### src/rtl/uart_mmio_pkg.sv
// uart_mmio_pkg: register map and status bit positions shared by the UART
// memory-mapped register block and its RX buffer.
package uart_mmio_pkg;

  // CPU byte addresses of the UART registers (bits [1:0] are never decoded)
  localparam logic [31:0] UART_CTRL_ADDR = 32'h8000_0000;
  localparam logic [31:0] UART_RX_ADDR   = 32'h8000_0004;
  localparam logic [31:0] UART_TX_ADDR   = 32'h8000_0008;
  localparam logic [31:0] CYCLE_CNT_ADDR = 32'h8000_0010;
  localparam logic [31:0] CYCLE_RST_ADDR = 32'h8000_0018;

  // Bit positions inside the status word
  localparam int STATUS_TX_FREE_BIT     = 0;
  localparam int STATUS_RX_NONEMPTY_BIT = 1;

endpackage

### src/rtl/uart_mmio_sync_fifo.sv
// sync_fifo: single-clock FIFO used as the UART receive buffer.
// Pointers carry one extra wrap bit so full and empty are distinguishable
// without an occupancy counter. Push on full and pop on empty are ignored.
module sync_fifo #(
  parameter int WIDTH = 8,
  parameter int DEPTH = 4
) (
  input  logic             clk,
  input  logic             rst,
  input  logic             push,
  input  logic [WIDTH-1:0] push_data,
  input  logic             pop,
  output logic             full,
  output logic             empty,
  output logic [WIDTH-1:0] head
);

  localparam int AW = $clog2(DEPTH);
  localparam int PW = AW + 1;

  logic [PW-1:0]    wr_ptr_q, wr_ptr_d;
  logic [PW-1:0]    rd_ptr_q, rd_ptr_d;
  logic [WIDTH-1:0] mem_q [DEPTH];
  logic             do_push;
  logic             do_pop;

  assign empty   = (wr_ptr_q == rd_ptr_q);
  assign full    = (wr_ptr_q[AW] != rd_ptr_q[AW]) &&
                   (wr_ptr_q[AW-1:0] == rd_ptr_q[AW-1:0]);
  assign head    = mem_q[rd_ptr_q[AW-1:0]];
  assign do_push = push && !full;
  assign do_pop  = pop && !empty;

  // Advance each pointer by one on an accepted push / pop; wrap is natural
  always_comb begin
    wr_ptr_d = wr_ptr_q + PW'(do_push);
    rd_ptr_d = rd_ptr_q + PW'(do_pop);
  end

  // Pointer registers; reset flushes the FIFO
  always_ff @(posedge clk) begin
    if (rst) begin
      wr_ptr_q <= '0;
      rd_ptr_q <= '0;
    end else begin
      wr_ptr_q <= wr_ptr_d;
      rd_ptr_q <= rd_ptr_d;
    end
  end

  // Storage array; contents need no reset because empty hides them
  always_ff @(posedge clk) begin
    if (do_push) mem_q[wr_ptr_q[AW-1:0]] <= push_data;
  end

endmodule

### src/rtl/uart_mmio.sv
// uart_mmio: CPU-side UART register block. Decodes loads/stores in the
// 0x8000_0000 window, buffers received bytes in a sync_fifo and holds one
// transmit byte until the UART transmitter takes it.
// Optional feature macro: UART_MMIO_CYCLE_COUNTER_EN adds a 32-bit
// free-running cycle counter (read 0x8000_0010, clear by store 0x8000_0018).
module uart_mmio
  import uart_mmio_pkg::*;
#(
  parameter int RX_DEPTH = 4
) (
  input  logic        clk,
  input  logic        rst,
  input  logic [31:0] addr,
  input  logic [31:0] wdata,
  input  logic        we,
  input  logic        re,
  output logic [31:0] rdata,
  input  logic [7:0]  data_out,
  input  logic        data_out_valid,
  output logic        data_out_ready,
  output logic [7:0]  data_in,
  output logic        data_in_valid,
  input  logic        data_in_ready
);

  logic [29:0] word;
  logic        hit_ctrl, hit_rx, hit_tx, hit_cnt;
  logic        fifo_full, fifo_empty;
  logic [7:0]  fifo_head;
  logic        rx_push, rx_pop;
  logic        tx_accept;
  logic        tx_full_q, tx_full_d;
  logic [7:0]  tx_byte_q, tx_byte_d;
  logic [31:0] rdata_q, rdata_d;
  logic [31:0] cyc_val;
  logic        unused_bits;

  // Byte-lane bits of the address and upper store data carry no meaning here
  assign unused_bits = ^{addr[1:0], wdata[31:8]};

  assign word     = addr[31:2];
  assign hit_ctrl = (word == UART_CTRL_ADDR[31:2]);
  assign hit_rx   = (word == UART_RX_ADDR[31:2]);
  assign hit_tx   = (word == UART_TX_ADDR[31:2]);
  assign hit_cnt  = (word == CYCLE_CNT_ADDR[31:2]);

  assign data_out_ready = !fifo_full;
  assign rx_push        = data_out_valid && data_out_ready;
  // The FIFO itself ignores a pop while empty, so an empty read pops nothing
  assign rx_pop         = re && hit_rx;

  sync_fifo #(
    .WIDTH (8),
    .DEPTH (RX_DEPTH)
  ) u_rx_fifo (
    .clk       (clk),
    .rst       (rst),
    .push      (rx_push),
    .push_data (data_out),
    .pop       (rx_pop),
    .full      (fifo_full),
    .empty     (fifo_empty),
    .head      (fifo_head)
  );

`ifdef UART_MMIO_CYCLE_COUNTER_EN
  logic [31:0] cyc_q, cyc_d;
  logic        hit_crst;

  assign hit_crst = (word == CYCLE_RST_ADDR[31:2]);
  assign cyc_val  = cyc_q;

  // Free-running counter; any store to the clear address restarts it at 0
  always_comb begin
    cyc_d = cyc_q + 32'd1;
    if (we && hit_crst) cyc_d = '0;
  end

  // Counter register
  always_ff @(posedge clk) begin
    if (rst) cyc_q <= '0;
    else     cyc_q <= cyc_d;
  end
`else
  assign cyc_val = '0;
`endif

  // A store is taken only when the holding register was already empty before
  // this edge; a handshake completing on the same edge does not free it early
  assign tx_accept = we && hit_tx && !tx_full_q;

  // TX holding register: load on accepted store, clear on transmitter handshake
  always_comb begin
    tx_full_d = tx_full_q;
    tx_byte_d = tx_byte_q;
    if (tx_accept) begin
      tx_full_d = 1'b1;
      tx_byte_d = wdata[7:0];
    end else if (tx_full_q && data_in_ready) begin
      tx_full_d = 1'b0;
    end
  end

  // Load data: sampled from pre-edge state on re, held otherwise
  always_comb begin
    rdata_d = rdata_q;
    if (re) begin
      rdata_d = '0;
      if (hit_ctrl) begin
        rdata_d[STATUS_TX_FREE_BIT]     = !tx_full_q;
        rdata_d[STATUS_RX_NONEMPTY_BIT] = !fifo_empty;
      end else if (hit_rx) begin
        if (!fifo_empty) rdata_d[7:0] = fifo_head;
      end else if (hit_cnt) begin
        rdata_d = cyc_val;
      end
    end
  end

  // TX and load-data registers; reset discards any pending transmit byte
  always_ff @(posedge clk) begin
    if (rst) begin
      tx_full_q <= 1'b0;
      tx_byte_q <= '0;
      rdata_q   <= '0;
    end else begin
      tx_full_q <= tx_full_d;
      tx_byte_q <= tx_byte_d;
      rdata_q   <= rdata_d;
    end
  end

  assign data_in_valid = tx_full_q;
  assign data_in       = tx_byte_q;
  assign rdata         = rdata_q;

endmodule

### config.mk
export PLATFORM = sky130hd
export DESIGN_NAME = uart_mmio
export DESIGN_NICKNAME = d
export VERILOG_FILES = /design/src/rtl/uart_mmio_pkg.sv /design/src/rtl/uart_mmio_sync_fifo.sv /design/src/rtl/uart_mmio.sv
export SDC_FILE = /design/constraint.sdc
export NUM_CORES = 1
export LEC_CHECK = 0
export CAP_MARGIN = 10
export CORE_ASPECT_RATIO = 1.5
export CORE_MARGIN = 5
export CORE_UTILIZATION = 38
export DETAILED_ROUTE_END_ITERATION = 8
export HOLD_SLACK_MARGIN = 0.08
export PLACE_DENSITY_LB_ADDON = 0.1
export SLEW_MARGIN = 20
export SYNTH_ARGS = -nofsm -noshare
export SYNTH_HDL_FRONTEND = slang
export SYNTH_SLANG_ARGS = --single-unit
### constraint.sdc
create_clock -name clk -period 4.59 [get_ports clk]
set_clock_uncertainty 0.05 [all_clocks]
set_input_delay 0.6885 -clock clk [delete_from_list [all_inputs] [get_ports clk]]
set_output_delay 0.6885 -clock clk [all_outputs]
set_load 0.01 [all_outputs]
==> ci_impl_report.md <==
## Implementation flow summary

| Metric | Value |
|---|---|
| FP Rows | 35 |
| Post-CTS Setup Bufs | 0 |
| MI comb area | 839.6 µm² |
| Synth warnings | 0 |
| Setup violators final | 0 |
| Vias in the first global route | 1638 |
| Highest metal used | met4 |
| Setup TNS | 0 ps |
| WL met3 | 651 µm |
| Status | completed |
| Multi-input gates | 119 |
| Worst hold path cell count | 2 |
| Logic pwr share | 9.9% |
| Relative max-transition margin | 51.43% |
| WP data required | 3850 ps |
| Simple share | 12.65% |
| FP Core Util | 39.09% |
| Tool warnings | 52 |
| Gates resized, CTS repair | 0 |
| DP HPWL | 4139 µm |
| Crit start category | flip-flop |
| Synth top cell by count | edfxtp_1 |
| Mux area share | 7.465% |
| Power Dens Cells | 298.7 nW/µm² |
| DRC viols | 0 |
| Non-Filler Instances | 337 |
| # IOs | 120 |
| Clock slew at reported path FFs | 100 ps |
| Critical path launch point | u_rx_fifo.rd_ptr_q[0] |
| Clock power frac | 33.6% |
| Total power | 960.5 µW |
| ClkCell Share | 3.580% |
| Clk sinks | 55 |
| Die ar. | 8078 µm² |
| Worst path top cell family by delay | flip-flops |
| Initial DRT Pass Iterations | 4 |
| 1st-iter DRT viols | 33 |
| Met1 usage | 14.79% |
| Final worst-path cycle share | 58.88% |
| Top_reg_cell synth | edfxtp_1 |
| GR Util met2 | 23.50% |
| NonClk Buf Share | 22.18% |
| Max-Cap Viols | 0 |
| Switching share of power | 21.28% |
| Setup CP Type | flip-flop to output port |
| Met2 wire len | 2729 µm |
| Seq cells post-synth | 55 |
| Leak pwr | 0.001126 µW |
| Critical Path Slowest Stage Cell | dfxtp_1 |
| Switching pwr | 204.4 µW |
| Register-to-Register Path Depth | 4 |
| Non-CTS inverters | 9 |
| Yosys top cell area share | 39.81% |
| Top cells excl fill/tap | clkdlybuf4s50_1 (69), edfxtp_1 (32), conb_1 (24) |
| Clock buffer cells | 5 |
| Top cells, area | edfxtp_1 (40%), dfxtp_1 (19%), buf_4 (7.5%) |
| Initial antenna violation count | 0 |
| Worst hold path type | flip-flop to flip-flop |
| Global-route wire length before repair | 8066 µm |
| Final hold vios | 0 |
| Synthesized area | 2414 µm² |
| WL met1 | 1933 µm |
| Slew Limit Fails | 0 |
| Post-DRT Antenna Nets | 0 |
| Terminus of the critical flop-to-flop path | u_rx_fifo.mem_q[1][6] |
| Avg Inst Size Synth | 12.64 µm² |
| Hold wc startpoint | rdata[5] |
| Total Routing Usage GR | 13.33% |
| Critical Path, Cell by Cell | xnor2_1, nand3_1, clkdlybuf4s50_1 |
| Cells after DPL | 329 |
| Largest net degree at the start of global routing | 20 |
| Vias per cell | 4.819 |
-- through the flow --
stage               setup slack (ps)  utilization [%]  hold slack, ps  cell area (µm²)
global placement                1576            50.21           386.2             3100
finish                          1888            52.08           413.8             3216
global route                    1673            52.08           441.0             3216
floorplan                       2187                -           432.6             2500
detailed placement              1580            50.21           393.9             3100
CTS                             1825            52.08           418.7             3216
-- power by group through the flow --
stage	registers, µW	logic [µW]	clock network, µW
after floorplan	553	52.0	0
after global placement	554	94.8	0
after detailed placement	555	95.1	0
after CTS	543	95.6	336
after global routing	545	104	351
final	543	94.7	323
-- registers in the layout (all words and copies together) (netlist names) --
name                flops
rdata                   8
data_in_valid           1
u_rx_fifo.mem_q        32
u_rx_fifo.wr_ptr_q      3
u_rx_fifo.rd_ptr_q      3
data_in                 8
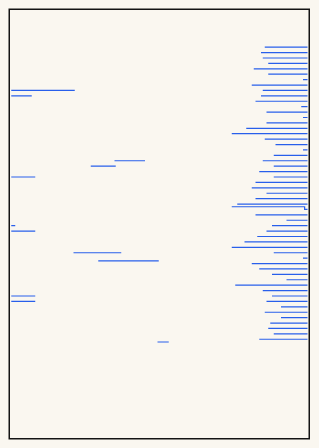
met3.png
The layer holds 12% of the routed length. 63 nets have wire on it. The longest straight run is 18.8 µm. The layer carries 652 µm of wire.

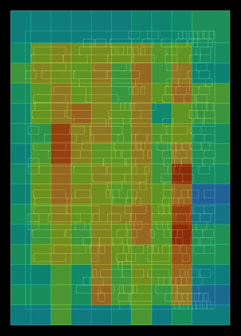
final_congestion.png
global routing's busiest layer: met2
grt met3 use: 3.645%
drt wl/cell: 15.95 µm
Core Util, Final: 52.08%

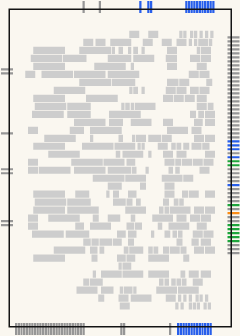
pins.png
Pins as bars across the die edge, other pins in gray.
rdata: shown in blue, pins 32, direction output, edge 14 north, 13 south, 5 east. data_in_ready: shown in orange, pins 1, direction input, edge east. data_in: shown in green, pins 8, direction output, edge east.
All pins by edge: 55 east, 42 south, 16 north, 7 west.
Port Buf Inserts: 69
Die Ht: 107.6 µm
DIE WIDTH: 75.07 µm

No activity file was given, so power comes from the tool's default toggle rates.
